==> config.mk <==
export PLATFORM = sky130hd
export DESIGN_NAME = traffic_source
export DESIGN_NICKNAME = d
export VERILOG_FILES = /design/src/rtl/traffic_pkg.sv /design/src/rtl/traffic_source_payload_gen.sv /design/src/rtl/traffic_source.sv
export SDC_FILE = /design/constraint.sdc
export NUM_CORES = 1
export LEC_CHECK = 0
export ABC_CLOCK_PERIOD_IN_PS = 1500
export CAP_MARGIN = 10
export CORE_UTILIZATION = 27
export DETAILED_ROUTE_END_ITERATION = 12
export GPL_TIMING_DRIVEN = 0
export REMOVE_ABC_BUFFERS = 1
export SLEW_MARGIN = 5
export SYNTH_ARGS = -nofsm -noshare
export SYNTH_HDL_FRONTEND = slang
export SYNTH_SLANG_ARGS = --single-unit
==> constraint.sdc <==
create_clock -name clk -period 1.5 [get_ports clk]
set_input_delay 0.15 -clock clk [delete_from_list [all_inputs] [get_ports clk]]
set_output_delay 0.15 -clock clk [all_outputs]
set_load 0.05 [all_outputs]
==> src/rtl/traffic_pkg.sv <==
// ----------------------------------------------------------------------------
// traffic_pkg
// Shared definitions for the four-phase traffic source:
//   - payload mode selectors (counter / LFSR)
//   - FSM state encoding
//   - maximal-length LFSR tap masks for the supported payload widths
//   - handshake counter width
//   - helpers that pick the tap mask and the non-zero LFSR start value
// ----------------------------------------------------------------------------
package traffic_pkg;

   localparam int MODE_COUNTER = 0;
   localparam int MODE_LFSR    = 1;

   localparam int COUNT_W = 16;

   localparam logic [31:0] TAPS_W8  = 32'h0000_00B8;
   localparam logic [31:0] TAPS_W16 = 32'h0000_B400;
   localparam logic [31:0] TAPS_W32 = 32'h8020_0003;

   typedef enum logic [2:0] {
      ST_IDLE    = 3'd0,
      ST_REQ     = 3'd1,
      ST_RELEASE = 3'd2,
      ST_GAP     = 3'd3,
      ST_DONE    = 3'd4
   } state_e;

   // Tap mask for a given payload width; unsupported widths get no taps.
   function automatic logic [31:0] lfsr_taps(input int width);
      case (width)
         8:       return TAPS_W8;
         16:      return TAPS_W16;
         32:      return TAPS_W32;
         default: return 32'h0;
      endcase
   endfunction

   // LFSR start value: the seed truncated to the payload width, with the
   // all-zero lock-up state replaced by 1.
   function automatic logic [31:0] lfsr_init(input int seed, input int width);
      logic [31:0] s;
      s = 32'(seed);
      if (width < 32) begin
         s = s & ((32'd1 << width) - 32'd1);
      end
      if (s == 32'h0) begin
         s = 32'h1;
      end
      return s;
   endfunction

endpackage

==> src/rtl/traffic_source_payload_gen.sv <==
// ----------------------------------------------------------------------------
// payload_gen
// Holds the current flit payload and steps it once per completed handshake.
//   MODE_COUNTER : 0, 1, 2, ... wrapping at 2^DATA_WIDTH
//   MODE_LFSR    : Fibonacci LFSR, shifting left, feedback = parity of the
//                  tapped bits; starts at SEED (0 replaced by 1)
// Ports:
//   clk     - clock, rising edge
//   reset   - asynchronous active-high reset to the start value
//   advance - step to the next payload on this edge
//   value   - current payload, straight from the register
// ----------------------------------------------------------------------------
module payload_gen
   import traffic_pkg::*;
#(
   parameter int DATA_WIDTH = 8,
   parameter int MODE       = MODE_COUNTER,
   parameter int SEED       = 1
) (
   input  logic                  clk,
   input  logic                  reset,
   input  logic                  advance,
   output logic [DATA_WIDTH-1:0] value
);

   localparam logic [DATA_WIDTH-1:0] TAPS = DATA_WIDTH'(lfsr_taps(DATA_WIDTH));
   localparam logic [DATA_WIDTH-1:0] INIT =
      (MODE == MODE_LFSR) ? DATA_WIDTH'(lfsr_init(SEED, DATA_WIDTH)) : '0;

   logic [DATA_WIDTH-1:0] value_q;
   logic [DATA_WIDTH-1:0] value_d;
   logic [DATA_WIDTH-1:0] tap_bits;
   logic                  feedback;

   for (genvar gi = 0; gi < DATA_WIDTH; gi++) begin : g_tap
      assign tap_bits[gi] = value_q[gi] & TAPS[gi];
   end

   assign feedback = ^tap_bits;

   always_comb begin
      value_d = value_q;
      if (advance) begin
         if (MODE == MODE_LFSR) begin
            value_d = {value_q[DATA_WIDTH-2:0], feedback};
         end else begin
            value_d = value_q + DATA_WIDTH'(1);
         end
      end
   end

   always_ff @(posedge clk or posedge reset) begin
      if (reset) begin
         value_q <= INIT;
      end else begin
         value_q <= value_d;
      end
   end

   assign value = value_q;

endmodule

==> src/rtl/traffic_source.sv <==
// ----------------------------------------------------------------------------
// traffic_source
// Four-phase handshake flit generator. Raises req with a payload, waits for
// ack, drops req, waits for ack to fall, optionally idles GAP cycles, then
// starts the next flit while enable is high. Stops in DONE after MAX_FLITS
// completed handshakes (MAX_FLITS=0 runs forever).
// Ports:
//   clk        - clock, rising edge
//   reset      - asynchronous active-high reset
//   enable     - permits new flits to start (never aborts one in flight)
//   req        - request, payload valid while high
//   ack        - acknowledge from the sink
//   data       - flit payload
//   flit_count - completed handshakes, wraps at 2^16
//   done       - high once MAX_FLITS flits have completed
// All outputs come straight from registers.
// ----------------------------------------------------------------------------
module traffic_source
   import traffic_pkg::*;
#(
   parameter int DATA_WIDTH = 8,
   parameter int MAX_FLITS  = 5,
   parameter int GAP        = 0,
   parameter int MODE       = 0,
   parameter int SEED       = 1
) (
   input  logic                  clk,
   input  logic                  reset,
   input  logic                  enable,
   output logic                  req,
   input  logic                  ack,
   output logic [DATA_WIDTH-1:0] data,
   output logic [COUNT_W-1:0]    flit_count,
   output logic                  done
);

   localparam bit               HAS_LIMIT = (MAX_FLITS != 0);
   localparam logic [COUNT_W-1:0] LIMIT   = COUNT_W'(MAX_FLITS);
   localparam int               GAP_W     = (GAP > 1) ? $clog2(GAP) : 1;
   localparam logic [GAP_W-1:0] GAP_LOAD  = (GAP > 0) ? GAP_W'(GAP - 1) : '0;

   state_e               state_q;
   logic                 req_q;
   logic                 done_q;
   logic [COUNT_W-1:0]   count_q;
   logic [GAP_W-1:0]     gap_q;
   logic                 advance;

   // The payload steps on the same edge that counts the handshake.
   assign advance = (state_q == ST_REQ) && ack;

   always_ff @(posedge clk or posedge reset) begin
      if (reset) begin
         state_q <= ST_IDLE;
         req_q   <= 1'b0;
         done_q  <= 1'b0;
         count_q <= '0;
         gap_q   <= '0;
      end else begin
         case (state_q)
            ST_IDLE: begin
               if (enable) begin
                  state_q <= ST_REQ;
                  req_q   <= 1'b1;
               end
            end

            ST_REQ: begin
               if (ack) begin
                  state_q <= ST_RELEASE;
                  req_q   <= 1'b0;
                  count_q <= count_q + COUNT_W'(1);
               end
            end

            ST_RELEASE: begin
               if (!ack) begin
                  if (HAS_LIMIT && (count_q == LIMIT)) begin
                     state_q <= ST_DONE;
                     done_q  <= 1'b1;
                  end else if (GAP > 0) begin
                     state_q <= ST_GAP;
                     gap_q   <= GAP_LOAD;
                  end else if (enable) begin
                     state_q <= ST_REQ;
                     req_q   <= 1'b1;
                  end else begin
                     state_q <= ST_IDLE;
                  end
               end
            end

            ST_GAP: begin
               if (gap_q == '0) begin
                  if (enable) begin
                     state_q <= ST_REQ;
                     req_q   <= 1'b1;
                  end else begin
                     state_q <= ST_IDLE;
                  end
               end else begin
                  gap_q <= gap_q - GAP_W'(1);
               end
            end

            ST_DONE: begin
               req_q  <= 1'b0;
               done_q <= 1'b1;
            end

            default: begin
               state_q <= ST_IDLE;
               req_q   <= 1'b0;
            end
         endcase
      end
   end

   payload_gen #(
      .DATA_WIDTH (DATA_WIDTH),
      .MODE       (MODE),
      .SEED       (SEED)
   ) u_payload (
      .clk     (clk),
      .reset   (reset),
      .advance (advance),
      .value   (data)
   );

   assign req        = req_q;
   assign done       = done_q;
   assign flit_count = count_q;

endmodule
### Routed metal per tile

The die is cut into 15 by 15 equal tiles; dark blue is low, red is high, scaled to the fullest tile. Values are wire area over tile area, all layers added.
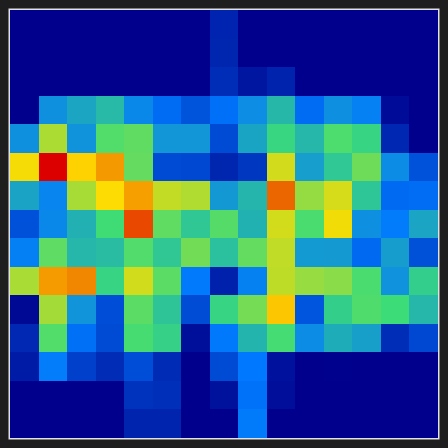
densest ninth of the die: left middle
tiles over half the peak: 21%
mean over tiles: 0.094
aggregate routed wire length: 3180 um
GRT Total Usage: 13.0%
vias: 1082
post-DR wirelength/cell: 13.6 um

### Clock wires, drivers and flops

The bar under the picture is 20 um long.
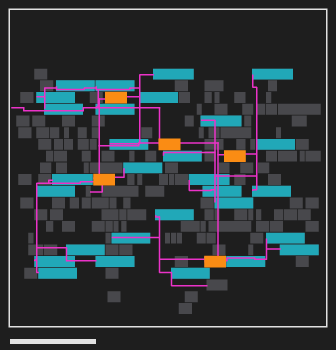
[clock drivers] orange | count: 5
[clock wires] magenta | length: 420 um
[flip-flops] cyan | count: 29
routed clock nets: 6
Clk pwr share: 20.4%
power in the clock group: 0.648 mW
Latency at later pin: 280 ps
Clock Skews: 6.17 ps

==> run summary <==
run metrics: Max-area cell share=52.8%, post-synthesis area per instance=11.0 sq um, failing checks=setup timing, Mapped Cells=125, sequential share of power=38.0%, antenna-violating nets left=0, buffer depth of the longest clock path=2, LEAKAGE=0.928 nW, ANT cells=0, Multi-input gate area=652 sq um, WP data required=1710 ps, Critical Path Stages=6, worst slack at placement=-687 ps, flip-flops with a built-in enable=0, setup ws final=-0.761 ps, max reg flops=16, vias in the first global route=1108, IO Port Bufs=29, H-tree depth=2, I/O pin cnt=30, CP Data Arrival Time=1710 ps, DR DRC count=0, Slew @ Worst Pin=502 ps, Async SR Flop Fraction=100%, Comb pwr share=41.7%, Startpoint Class=register, Pwr top=combinational cells, biggest area cells=dfrtp_1 53%, xnor2_1 12%, nand2_1 3.3%, Netlist cell types=31, Die Ht=73.4 um, mux share=0%, status=finished, violations left, First-pass DRT Iterations=4, WL met3=200 um, Synth area leader=dfrtp_1, Seq share, synth=52.8%, gr ovfl total=0, final net count=174, Tmin final=1500 ps, yosys cell count=125, Sw Pwr=1.36 mW, Initial DRC Count=33, dominant logic cell type in the layout=dlygate4sd2_1, fp_density=28.5%, r2r endpoint=state_q[2], Synth top cells by count=29 x dfrtp_1, 19 x xnor2_1, 12 x nand2_1, 8 x nand3_1, 8 x nor2_1, DR WL met2=1450 um, yosys xor share=14.6%, Synth Warn #=0, final setup fails=1, Final Hold Fails=0, GPL Wtd Cong=0.788, dominant class by area=registers, cell area after layout=1940 sq um, Vias/cell=4.62, Adder Area Share=2.73%, Comb/total area=33.6%, Inst Count DP=218, Cell Area, Synth=1380 sq um, top layer in use=met4, setup_tns=-0.761 ps, TritonCTS Buffers=5, met3 usage in global routing=4.80%, Post CTS Setup Buffer Count=3, R2R depth=6, final period utilization=100%, Critical Path End=state_q[2], Worst-path clk slew=60 ps
### Sequential cells grouped by signal name

The bar under the picture is 20 um long.
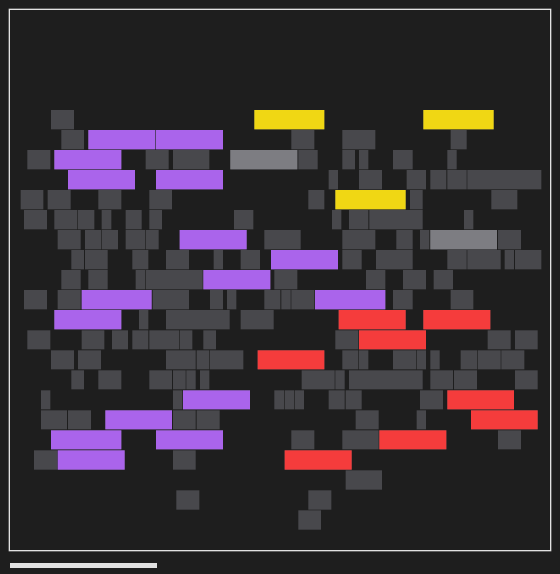
[`state_q`] yellow | placed flops: 3
[`u_payload.value`] red | placed flops: 8
[`flit_count`] purple | placed flops: 16
flop share of the area: 37.8%
final core utilization: 40.2%
FF/Latch Area: 733 sq um
Seq power: 1.21 mW

### Placed standard cells

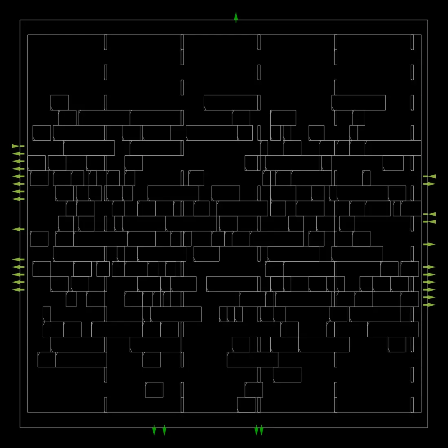
Finished Layout Cells: 234
Fillers: 500
# Taps: 67
Seq cells: 29
row cnt: 25

Power figures rest on the tool's default switching activity, not on a simulated workload.
